`src/rtl/fpaddsub_pkg.sv`:
```
// Shared definitions for the add/sub result stage: flag bit positions,
// the canonical quiet NaN and the buffered entry layout.
package fpaddsub_pkg;

    localparam int unsigned FLG_OVF = 4;
    localparam int unsigned FLG_UNF = 3;
    localparam int unsigned FLG_DBZ = 2;
    localparam int unsigned FLG_INV = 1;
    localparam int unsigned FLG_INX = 0;

    localparam logic [31:0] QNAN = 32'h7FC00000;

    typedef struct packed {
        logic [31:0] result;
        logic [4:0]  flags;
    } entry_t;

endpackage

```
`src/rtl/fpaddsub_skid_fifo.sv`:
```
// Two-entry register FIFO with head/tail pointers; ready/valid decode only
// from the occupancy register, and the head output holds while empty.
module fpaddsub_skid_fifo
    import fpaddsub_pkg::*;
(
    input  logic   clk,
    input  logic   rst_n,
    input  logic   push_valid,
    output logic   push_ready,
    input  entry_t push_data,
    output logic   pop_valid,
    input  logic   pop_ready,
    output entry_t pop_data
);

    entry_t     mem_q [2];
    entry_t     mem_d [2];
    logic       head_q, head_d;
    logic       tail_q, tail_d;
    logic [1:0] count_q, count_d;
    logic       push, pop;

    assign push_ready = (count_q != 2'd2);
    assign pop_valid  = (count_q != 2'd0);
    assign push       = push_valid & push_ready;
    assign pop        = pop_valid & pop_ready;

    // When empty, the slot behind head is the last entry popped, which a push
    // into an empty FIFO (it writes at head) can never overwrite.
    assign pop_data = (count_q == 2'd0) ? mem_q[~head_q] : mem_q[head_q];

    always_comb begin
        mem_d   = mem_q;
        head_d  = head_q;
        tail_d  = tail_q;
        count_d = count_q + 2'(push) - 2'(pop);
        if (push) begin
            mem_d[tail_q] = push_data;
            tail_d        = ~tail_q;
        end
        if (pop) begin
            head_d = ~head_q;
        end
    end

    always_ff @(posedge clk or negedge rst_n) begin
        if (!rst_n) begin
            mem_q[0] <= '0;
            mem_q[1] <= '0;
            head_q   <= 1'b0;
            tail_q   <= 1'b0;
            count_q  <= 2'd0;
        end else begin
            mem_q    <= mem_d;
            head_q   <= head_d;
            tail_q   <= tail_d;
            count_q  <= count_d;
        end
    end

endmodule

```
`src/rtl/fpaddsub_result_stage.sv`:
```
// Registered output stage after the add/sub exception logic: NaN
// canonicalisation, 2-entry buffering, sticky flags and exception counter.
module fpaddsub_result_stage
    import fpaddsub_pkg::*;
#(
    parameter bit          CANON_NAN = 1'b1,
    parameter int unsigned CNT_W     = 8
) (
    input  logic             clk,
    input  logic             rst_n,
    input  logic             InValid,
    output logic             InReady,
    input  logic [31:0]      P,
    input  logic [4:0]       Flags,
    output logic             OutValid,
    input  logic             OutReady,
    output logic [31:0]      Result,
    output logic [4:0]       OutFlags,
    input  logic             ClearSticky,
    output logic [4:0]       StickyFlags,
    output logic [CNT_W-1:0] ExcCount
);

    entry_t             in_entry;
    entry_t             head_entry;
    logic               deliver;
    logic [4:0]         sticky_q, sticky_d;
    logic [CNT_W-1:0]   exc_cnt_q, exc_cnt_d;

    always_comb begin
        in_entry.flags  = Flags;
        in_entry.result = (CANON_NAN && Flags[FLG_INV]) ? QNAN : P;
    end

    fpaddsub_skid_fifo u_fifo (
        .clk        (clk),
        .rst_n      (rst_n),
        .push_valid (InValid),
        .push_ready (InReady),
        .push_data  (in_entry),
        .pop_valid  (OutValid),
        .pop_ready  (OutReady),
        .pop_data   (head_entry)
    );

    assign Result   = head_entry.result;
    assign OutFlags = head_entry.flags;
    assign deliver  = OutValid & OutReady;

    // Clear is applied first so a coincident delivery is still accumulated.
    always_comb begin
        sticky_d  = ClearSticky ? '0 : sticky_q;
        exc_cnt_d = ClearSticky ? '0 : exc_cnt_q;
        if (deliver) begin
            sticky_d = sticky_d | OutFlags;
            if ((OutFlags[FLG_OVF] | OutFlags[FLG_INV]) && (exc_cnt_d != '1)) begin
                exc_cnt_d = exc_cnt_d + CNT_W'(1);
            end
        end
    end

    always_ff @(posedge clk or negedge rst_n) begin
        if (!rst_n) begin
            sticky_q  <= '0;
            exc_cnt_q <= '0;
        end else begin
            sticky_q  <= sticky_d;
            exc_cnt_q <= exc_cnt_d;
        end
    end

    assign StickyFlags = sticky_q;
    assign ExcCount    = exc_cnt_q;

endmodule

```
`config.mk`:
```
export PLATFORM = sky130hd
export DESIGN_NAME = fpaddsub_result_stage
export DESIGN_NICKNAME = d
export VERILOG_FILES = /design/src/rtl/fpaddsub_pkg.sv /design/src/rtl/fpaddsub_skid_fifo.sv /design/src/rtl/fpaddsub_result_stage.sv
export SDC_FILE = /design/constraint.sdc
export NUM_CORES = 1
export LEC_CHECK = 0
export CAP_MARGIN = 20
export CORE_MARGIN = 3
export CORE_UTILIZATION = 35
export DETAILED_ROUTE_END_ITERATION = 12
export GPL_ROUTABILITY_DRIVEN = 0
export HOLD_SLACK_MARGIN = 0.03
export PLACE_DENSITY = 0.6
export SLEW_MARGIN = 20
export SYNTH_ARGS = -nofsm -noshare
export SYNTH_HDL_FRONTEND = slang
export SYNTH_SLANG_ARGS = --single-unit
export TNS_END_PERCENT = 1
```
`constraint.sdc`:
```
create_clock -name clk -period 2.05 [get_ports clk]
set_input_delay 0.41 -clock clk [delete_from_list [all_inputs] [get_ports clk]]
set_output_delay 0.41 -clock clk [all_outputs]
set_load 0.005 [all_outputs]
```
==> out/highlights.md <==
## Synth
• **dominant non-sequential cell family after synthesis** multiplexers
• **Synth flops** 91
• **most instantiated library cell after synthesis** sky130_fd_sc_hd__dfrtp_1
• **mapped cell area** 0.00407 sq mm
• **post-synth tally of flip-flops with integrated enable** 0
• **Post-Syn Area per Cell** 10.7 sq um
• **XOR Share, Synth** 0.860%
• **yosys adder share** 0.614%
• **gate count after technology mapping** 379
• **aoi/oai-family share of the synthesized area** 10.8%
• **ys flop type** sky130_fd_sc_hd__dfrtp_1

## Route
• **Initial DRC Count** 130
• **met1 routed wirelength after detailed routing** 4560 microns
• **via density per instance** 4.86
• **routed length per instance** 16.1 microns
• **uppermost signal routing layer after detailed routing** met4
• **Detail Route met2 WL** 5030 microns
• **final antenna-violating net count** 0
• **total detailed-routing wirelength** 10100 microns

## Run status
• **failing checks** negative setup slack
• **outcome** finished, violations left

## Floorplan
• **IO Pins** 94
• **starting density of the core** 36.6%
• **well-tap cell count** 140

## Finish
• **Gate Area** 0.00183 sq mm
• **total of plain and repair buffers excluding clock buffers** 119
• **area grow syn2layout** 41.1%
• **flip-flop and latch count** 91
• **cell kind with the greatest summed area** registers
• **FF+latch area** 0.00228 sq mm
• **proportion of layout cells with a drive suffix above 1** 28.8%
• **clock buffer count in the final layout** 10
• **clk cell area share** 5.70%
• **Final Instance Count excl. Fillers** 630

## Global routing
• **final global-route overflow total** 0
• **GR peak layer** met2
• **met2 usage** 25.9%
• **grt met1 use** 19.8%
• **met3 GRT Util** 2.97%

## STA
• **worst path setup slack after routing** -350 ps
• **total count of max-transition violations in the final report** 0
• **final sum of negative setup slack** -9940 ps
• **post-layout min period** 2400 ps
• **total setup violations reported at the end of the flow** 43
• **Worst slew margin** 68.1%
• **Worst Hold Margin** 118 ps
• **number of failing hold endpoints at the final stage** 0
• **actual transition at the worst max-transition pin** 479 ps

## Pwr
• **Psw** 0.00332 W
• **internal power of the cells** 0.00681 W
• **reported leakage power** 2.70 nW
• **relative contribution of combinational cells to total power** 52.6%
• **overall power** 0.0101 W
• **sequential cell fraction of total power** 29.7%
• **clock power share** 17.6%

## Placed design
• **cell area after placement** 0.00526 sq mm
• **placed cells** 605

## Clock tree
• **clk_lat worst skew** 330 ps
• **CTS tree** yes
• **Sinks on Clock Net** 91
• **H-tree depth** 3
• **number of buffers created by CTS** 9

## Setup path
• **Cell Chain, Critical Path** or2_4 -> xor2_4 -> buf_12 -> buf_8 -> clkbuf_16 -> mux2_4 -> clkbuf_2
• **Arr. time, crit path** 1990 ps
• **crit path launch type** flip-flop

## Hold path
• **worst hold path type** input pin to async pin

==> path summary, 6_finish.rpt <==
check / slack [ps] / endpoint / depth (start not counted) / start
max reg2reg: -140 / ExcCount[2]$_DFF_PN0_ / 9 / u_fifo.count_q[0]$_DFF_PN0_
min: 120 / u_fifo.mem_q[1]$_DFFE_PN0P_ / 2 / rst_n
min reg2reg: 480 / u_fifo.mem_q[32]$_DFFE_PN0P_ / 2 / u_fifo.mem_q[32]$_DFFE_PN0P_
max in group asynchronous: 1560 / u_fifo.mem_q[50]$_DFFE_PN0P_ / 2 / rst_n
min in group clk: 480 / u_fifo.mem_q[32]$_DFFE_PN0P_ / 2 / u_fifo.mem_q[32]$_DFFE_PN0P_
max: -350 / OutFlags[3] / 7 / u_fifo.count_q[0]$_DFF_PN0_
==> state kept, by name, indices dropped and copies added (netlist names) <==
name            count
u_fifo.mem_q       74
ExcCount            8
StickyFlags         5
u_fifo.count_q      2
u_fifo.head_q       1
u_fifo.tail_q       1
==> power groups by stage <==
stage          clock [W]  sequential, W  combinational [W]
4_1_cts          0.00184        0.00300            0.00491
5_1_grt          0.00190        0.00310            0.00581
6_report         0.00179        0.00301            0.00533
2_1_floorplan          0        0.00289            0.00237
3_5_place_dp           0        0.00302            0.00455
3_3_place_gp           0        0.00299            0.00449
==> repair_timing <==
| action | CTS | global route |
|---|---|---|
| cloned | 2 | 3 |
| buffers inserted | 4 | 3 |
| endpoints found under the setup margin | 42 | 47 |
| pin swaps | 1 | 3 |
| resized | 74 | 98 |
| hold buffers | 0 | 0 |
==> cell families after synthesis <==
| group | Yosys count |
|---|---|
| adder cells (fa/ha/maj) | 2 |
| multiplexers | 51 |
| AND-OR/OR-AND | 80 |
| flip-flops | 91 |
| buffers and inverters | 30 |
| AND/OR/NAND/NOR | 121 |
| XOR/XNOR | 4 |
Pin placement:
(3 px per micron) Pins as bars across the die edge, other pins in grey.
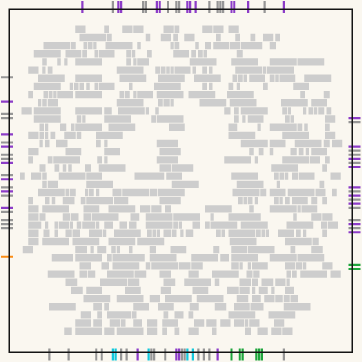
legend:
  OutFlags:
    colour: cyan
    pins: 5
    direction: output
    edge: south
  Result:
    colour: purple
    pins: 32
    direction: output
    edge: 12 north, 9 east, 7 west, 4 south
  ExcCount:
    colour: green
    pins: 8
    direction: output
    edge: 6 south, 2 east
  OutReady:
    colour: orange
    pins: 1
    direction: input
    edge: west
count of input and output buffers: 93
width of the die: 114 microns

Cell density map:
(3 px per micron) 11 x 11 tiles, from black (low) to pale yellow (high), 0 to 100% covered.
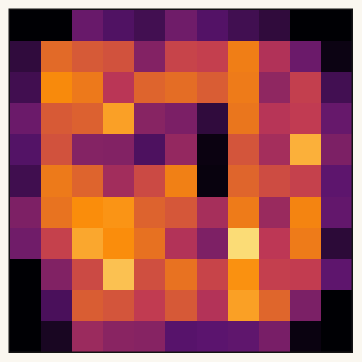
emptiest ninth of the die: north-east
fullest tile: 92%
mean over tiles: 43%
tiles over 75% full: 8.3%

Placement by cell class:
(2 px per micron)
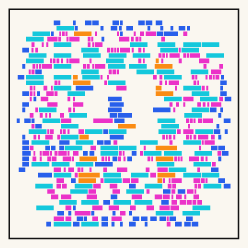
legend:
  clock drivers and dummy loads:
    colour: orange
    cells: 16
  other buffers and delay cells:
    colour: blue
    cells: 119
  all other logic:
    colour: magenta
    cells: 264
  flops:
    colour: cyan
    cells: 91
number of rows created at floorplan: 38
total core area: 0.0111 sq mm
Seq area share: 39.6%

Clock wiring as the flow saved it:
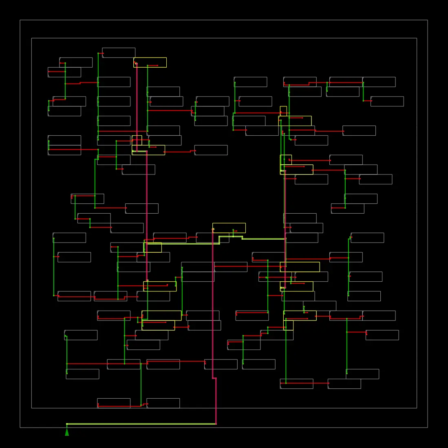
power of the clock network: 0.00179 W
worst clock skew on the final layout: 6.07 ps

Power figures rest on the tool's default switching activity, not on a simulated workload.
